--- config.mk ---
export PLATFORM = sky130hd
export DESIGN_NAME = instr_prefetch
export DESIGN_NICKNAME = d
export VERILOG_FILES = /design/src/rtl/fetch_pkg.sv /design/src/rtl/fetch_fifo.sv /design/src/rtl/instr_prefetch.sv
export SDC_FILE = /design/constraint.sdc
export NUM_CORES = 1
export LEC_CHECK = 0
export CELL_PAD_IN_SITES_DETAIL_PLACEMENT = 0
export CELL_PAD_IN_SITES_GLOBAL_PLACEMENT = 1
export CORE_AREA = 2 2 240 218
export CTS_CLUSTER_SIZE = 28
export DETAILED_ROUTE_END_ITERATION = 7
export DIE_AREA = 0 0 242 220
export GPL_TIMING_DRIVEN = 1
export PLACE_DENSITY_LB_ADDON = 0.1
export SETUP_SLACK_MARGIN = 0.2
export SYNTH_ARGS = -nofsm -noshare
export SYNTH_HDL_FRONTEND = slang
export SYNTH_SLANG_ARGS = --single-unit
export TNS_END_PERCENT = 5
--- constraint.sdc ---
create_clock -name clk -period 4.1 [get_ports clk]
set_input_delay 1.025 -clock clk [delete_from_list [all_inputs] [get_ports clk]]
set_output_delay 1.025 -clock clk [all_outputs]
set_load 0.05 [all_outputs]
--- src/rtl/fetch_pkg.sv ---
// Shared types for the instruction fetch front end: entry layout and fetch FSM states.
package fetch_pkg;

    localparam int unsigned INSTR_W = 32;
    localparam int unsigned PC_W    = 64;

    typedef struct packed {
        logic [PC_W-1:0]    pc;
        logic [INSTR_W-1:0] instr;
    } fetch_entry_t;

    typedef enum logic { RUN, DROP } fetch_state_t;

endpackage

--- src/rtl/fetch_fifo.sv ---
// Show-ahead synchronous FIFO holding fetched {pc, instr} entries.
// Storage resets to zero so the head outputs read zero out of reset.
module fetch_fifo
    import fetch_pkg::*;
#(
    parameter int unsigned DEPTH = 4,
    parameter int unsigned W     = $bits(fetch_entry_t)
) (
    input  logic                   clk,
    input  logic                   rst,
    input  logic                   push,
    input  logic [W-1:0]           push_data,
    input  logic                   pop,
    input  logic                   clear,
    output logic [$clog2(DEPTH):0] count,
    output logic [W-1:0]           head
);

    localparam int unsigned AW = $clog2(DEPTH);
    localparam int unsigned CW = AW + 1;

    logic [W-1:0]  mem [DEPTH];
    logic [AW-1:0] wr_ptr;
    logic [AW-1:0] rd_ptr;

    always_ff @(posedge clk or negedge rst) begin
        if (!rst) begin
            for (int i = 0; i < DEPTH; i++) begin
                mem[i] <= '0;
            end
            wr_ptr <= '0;
            rd_ptr <= '0;
            count  <= '0;
        end else if (clear) begin
            wr_ptr <= '0;
            rd_ptr <= '0;
            count  <= '0;
        end else begin
            if (push) begin
                mem[wr_ptr] <= push_data;
                wr_ptr      <= wr_ptr + AW'(1);
            end
            if (pop) begin
                rd_ptr <= rd_ptr + AW'(1);
            end
            if (push && !pop) begin
                count <= count + CW'(1);
            end else if (pop && !push) begin
                count <= count - CW'(1);
            end
        end
    end

    assign head = mem[rd_ptr];

endmodule

--- src/rtl/instr_prefetch.sv ---
// Fetch front end: owns the fetch PC, issues one-word reads with FIFO credit reservation,
// and flushes/refetches on a branch redirect.
module instr_prefetch #(
    parameter int unsigned DEPTH = 4,
    parameter int unsigned PC_W  = fetch_pkg::PC_W
) (
    input  logic            clk,
    input  logic            rst,
    output logic            imem_req,
    output logic [PC_W-1:0] imem_addr,
    input  logic [31:0]     imem_rdata,
    input  logic            redirect,
    input  logic [PC_W-1:0] redirect_pc,
    output logic            out_valid,
    output logic [31:0]     out_instr,
    output logic [PC_W-1:0] out_pc,
    input  logic            out_ready
);

    import fetch_pkg::*;

    localparam int unsigned EW = PC_W + INSTR_W;
    localparam int unsigned CW = $clog2(DEPTH) + 1;
    localparam logic [CW:0] DEPTH_L = (CW + 1)'(DEPTH);

    fetch_state_t    state;
    logic [PC_W-1:0] fetch_pc;
    logic [PC_W-1:0] req_pc;
    logic            inflight;

    logic [CW-1:0]   count;
    logic [CW:0]     used;
    logic [EW-1:0]   head;
    logic            push;
    logic            pop;

    // Credits are reserved at request time; same-cycle pops are deliberately not counted.
    assign used     = {1'b0, count} + {{CW{1'b0}}, inflight};
    assign imem_req = rst && (state == RUN) && !redirect && (used < DEPTH_L);
    assign imem_addr = fetch_pc;

    assign push      = inflight && (state == RUN) && !redirect;
    assign out_valid = (count != '0);
    assign pop       = out_valid && out_ready && !redirect;

    always_ff @(posedge clk or negedge rst) begin
        if (!rst) begin
            state    <= RUN;
            fetch_pc <= '0;
            req_pc   <= '0;
            inflight <= 1'b0;
        end else begin
            inflight <= imem_req;
            if (imem_req) begin
                req_pc <= fetch_pc;
            end
            if (redirect) begin
                fetch_pc <= {redirect_pc[PC_W-1:2], 2'b00};
                state    <= inflight ? DROP : RUN;
            end else begin
                if (imem_req) begin
                    fetch_pc <= fetch_pc + PC_W'(4);
                end
                state <= RUN;
            end
        end
    end

    fetch_fifo #(
        .DEPTH (DEPTH),
        .W     (EW)
    ) u_fifo (
        .clk       (clk),
        .rst       (rst),
        .push      (push),
        .push_data ({req_pc, imem_rdata}),
        .pop       (pop),
        .clear     (redirect),
        .count     (count),
        .head      (head)
    );

    assign out_pc    = head[EW-1 -: PC_W];
    assign out_instr = head[INSTR_W-1:0];

endmodule
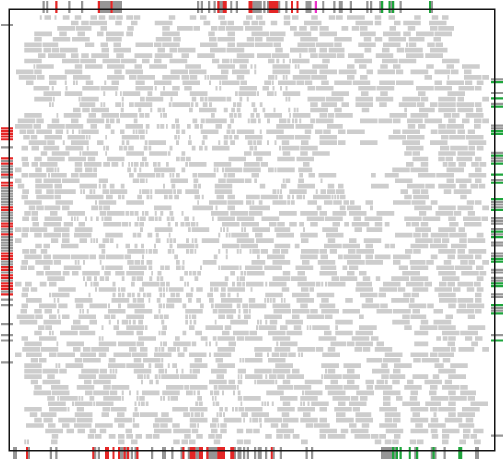
Fig. 1. I/O pins on the die edge (run 1).
(2 px per um) Pins as bars across the die edge, other pins in gray.
legend:
  `imem_addr`:
    color: red
    pins: 64
    direction: output
    edge: 26 left, 23 bottom, 15 top
  `imem_rdata`:
    color: green
    pins: 32
    direction: input
    edge: 20 right, 8 bottom, 4 top
  `out_ready`:
    color: magenta
    pins: 1
    direction: input
    edge: top
all pins by edge: 82 bottom, 66 top, 63 left, 51 right

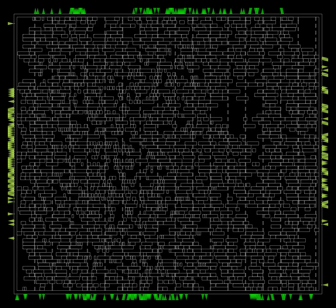
Fig. 2. Cell placement (run 1).
Tapcells: 688
number of standard cells in the final layout excluding fillers: 2708
flop share of the area: 45.0%
utilization after layout: 55.6%
number of sequential cells: 509

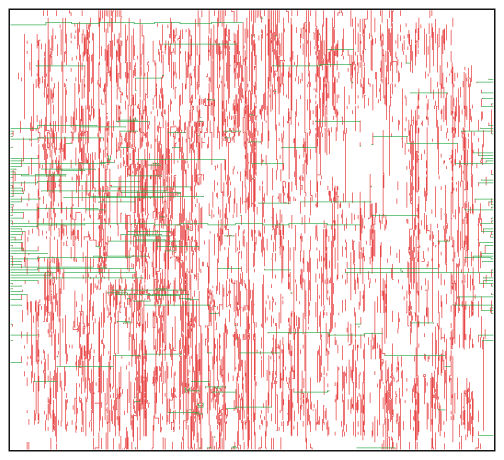
Fig. 3. Routed metal, one color a layer (run 1).
(2 px per um) Only two layers are drawn.
legend:
  met2:
    color: red
    wire_length: 28.4 mm
  met3:
    color: green
    wire_length: 3120 um

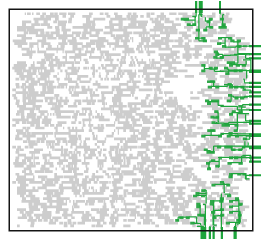
Fig. 4. Wires at chosen ports, followed through buffers (run 1).
(1 px per um)
legend:
  `imem_rdata`:
    color: green
    bits: 32
    direction: input
    end_cells: 128
    wire: 1490 um

==> results.txt, run 1 <==
The layout was made with Yosys and OpenROAD.

The depth of the critical timing path with buffers and inverters included is 3. The placed wire-length estimate after detailed placement is ~40000 um. The class of the worst hold path is reg -> reg. For reference, XOR and XNOR gates occupy less than 1% of the area reported after synthesis.

Per the GRT congestion report, total overflow comes to 0. Together, buffers and inverters on the worst path number 2. Checking max transition, the worst relative margin is 25.8%.

In this run the critical path is formed by buf_4, mux4_2, clkdlybuf4s50_1. The data required time of the critical path is around 3.1 ns. The cell area after placement is roughly 26000 um2. The first-pass GRT wire length is ~96000 um. The post-route cell area is about 28000 um2.

Among logic cells in the layout, the one with the most instances is sky130_fd_sc_hd__dfrtp_1. Per the synth log, the flip-flop and latch total comes to approximately 500. The cell depth of the worst hold path is 1. Broken down by cell family, the worst path's largest delay share belongs to buffers and inverters. The final timing report counts setup violations totalling 0. The most used flip-flop cell is sky130_fd_sc_hd__dfrtp_1. The tightest hold path in the finished design has a slack of roughly 0.50 ns. In the layout the commonest cells are 507 x sky130_fd_sc_hd__dfrtp_1, 378 x sky130_fd_sc_hd__mux2_2, 247 x sky130_fd_sc_hd__nand2_1. The met3 capacity usage during global routing is about 4.4%. The ratio of final minimum period to clock period is a little over nine tenths. The completed layout was analyzed and its total power is ~20000 uW.

The cell total after placement is between 2000 and 3000. The script extracted a net switching power of roughly 7500 uW. Measured along the y axis, the die boundary spans ~220 um.

The layout has 14 inverters outside the clock class. The fmax is about 260 MHz. The fill cell instance count of the final layout is about 4300. The count of buffers not belonging to the clock network in the layout is 296.

The run finished with clean final reports. The final critical-path setup slack is about 0.26 ns. The total of buffers placed on input and output ports is ~260.

The number of I/O pins is 262. The switching fraction of total power is a little under two fifths. The peak supply drop is 0.000377 V.

The layout contains a multi-input combinational cell count of about 1100. Multi-input logic gates represent a cell area share of between 30% and 40%. The top cell class by occupied area is sequential cells. The chip area line in the Yosys stat output reads roughly 23000 um2.

Summed over all nets, wire length on met3 after detailed routing comes to approximately 3100 um.
Fig. 5: run 1, cell sizes after repair
(2 px per um)
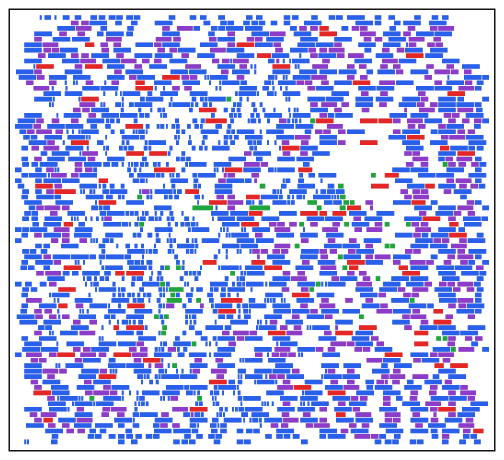

==> inputs of run 2 (changes only) <==
--- a/config.mk
+++ b/config.mk
@@ -8,7 +8,7 @@
 export CELL_PAD_IN_SITES_DETAIL_PLACEMENT = 0
 export CELL_PAD_IN_SITES_GLOBAL_PLACEMENT = 1
 export CORE_AREA = 2 2 240 218
-export CTS_CLUSTER_SIZE = 28
+export CTS_CLUSTER_SIZE = 8
 export DETAILED_ROUTE_END_ITERATION = 7
 export DIE_AREA = 0 0 242 220
 export GPL_TIMING_DRIVEN = 1
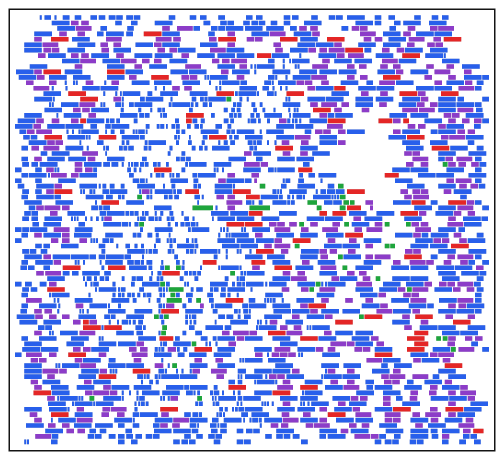
Fig. 6. Cell sizes after repair (run 2).
(2 px per um)
legend:
  drive 2:
    color: purple
    cells: 479
    share: 24%
  drive 3 to 4:
    color: green
    cells: 47
    share: 2.3%
  drive 1 or less:
    color: blue
    cells: 1382
    share: 69%
  drive 6 and up:
    color: red
    cells: 96
    share: 4.8%

==> results.txt, run 2 <==
The layout was made with Yosys and OpenROAD.

Status: completed (unchanged). The count of buffers not belonging to the clock network in the layout came to 296 (unchanged). The ratio of final minimum period to clock period is 93.9% (was 93.7%). The remaining global-route overflow is 0 (unchanged). The synthesized chip area reported by yosys is 23100 um2 (unchanged). The fmax is 260 MHz (about the same).

The share of the final layout cell area in multi-input gates came to 34.5% (about the same). The class of the worst hold path is reg -> reg (unchanged). The well tap count is 688 (unchanged). The parity-gate share of the synthesized area counting xor and xnor cells was 0.265% (unchanged). The fill cell instance count of the final layout was 4260 (was 4274). The final cell count without fillers came to 2692 (was 2708).

The peak supply drop is 0.000389 V (was 0.000377 V). The met3 capacity usage during global routing is 5.41% (was 4.37%). The switching fraction of total power was 37.2% (was 37.1%).

The kind of cell with the highest combined delay on the critical path is buffers and inverters (unchanged). The detailed route wirelength on metal3 is 3200 um (was 3120 um). The number of buffer and inverter instances along the worst setup path came to 2 (unchanged). The sequential cell count of the final layout was 509 (unchanged).

The cell depth of the worst hold path is 1 (unchanged). The count of state elements after synthesis is 509 (unchanged). The inverter count is 14 (unchanged). The first-pass GRT wire length is 96900 um (was 96300 um).

The vertical die dimension is 220 um (unchanged). The post-route cell area is 28400 um2 (was 28300 um2). The depth of the critical timing path with buffers and inverters included is 3 (unchanged). The final critical-path setup slack is 0.251 ns (was 0.257 ns). The most used flip-flop cell is sky130_fd_sc_hd__dfrtp_1 (unchanged). The total setup violations reported at the end of the flow was 0 (unchanged). The most used logic cell in the final layout is sky130_fd_sc_hd__dfrtp_1 (unchanged).

The max-slew headroom at the worst pin is 26.9% (was 25.8%). The placed wire-length estimate after detailed placement is 39300 um (unchanged). The total of buffers placed on input and output ports is 255 (unchanged).
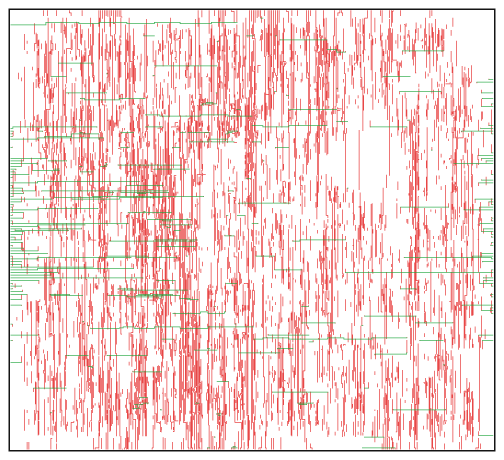
Fig. 7. Routed metal, one color a layer (run 2).
(2 px per um) Only two layers are drawn.
legend:
  met2:
    color: red
    wire_length: 28.7 mm
  met3:
    color: green
    wire_length: 3200 um

Power and IR drop assume default switching activity.
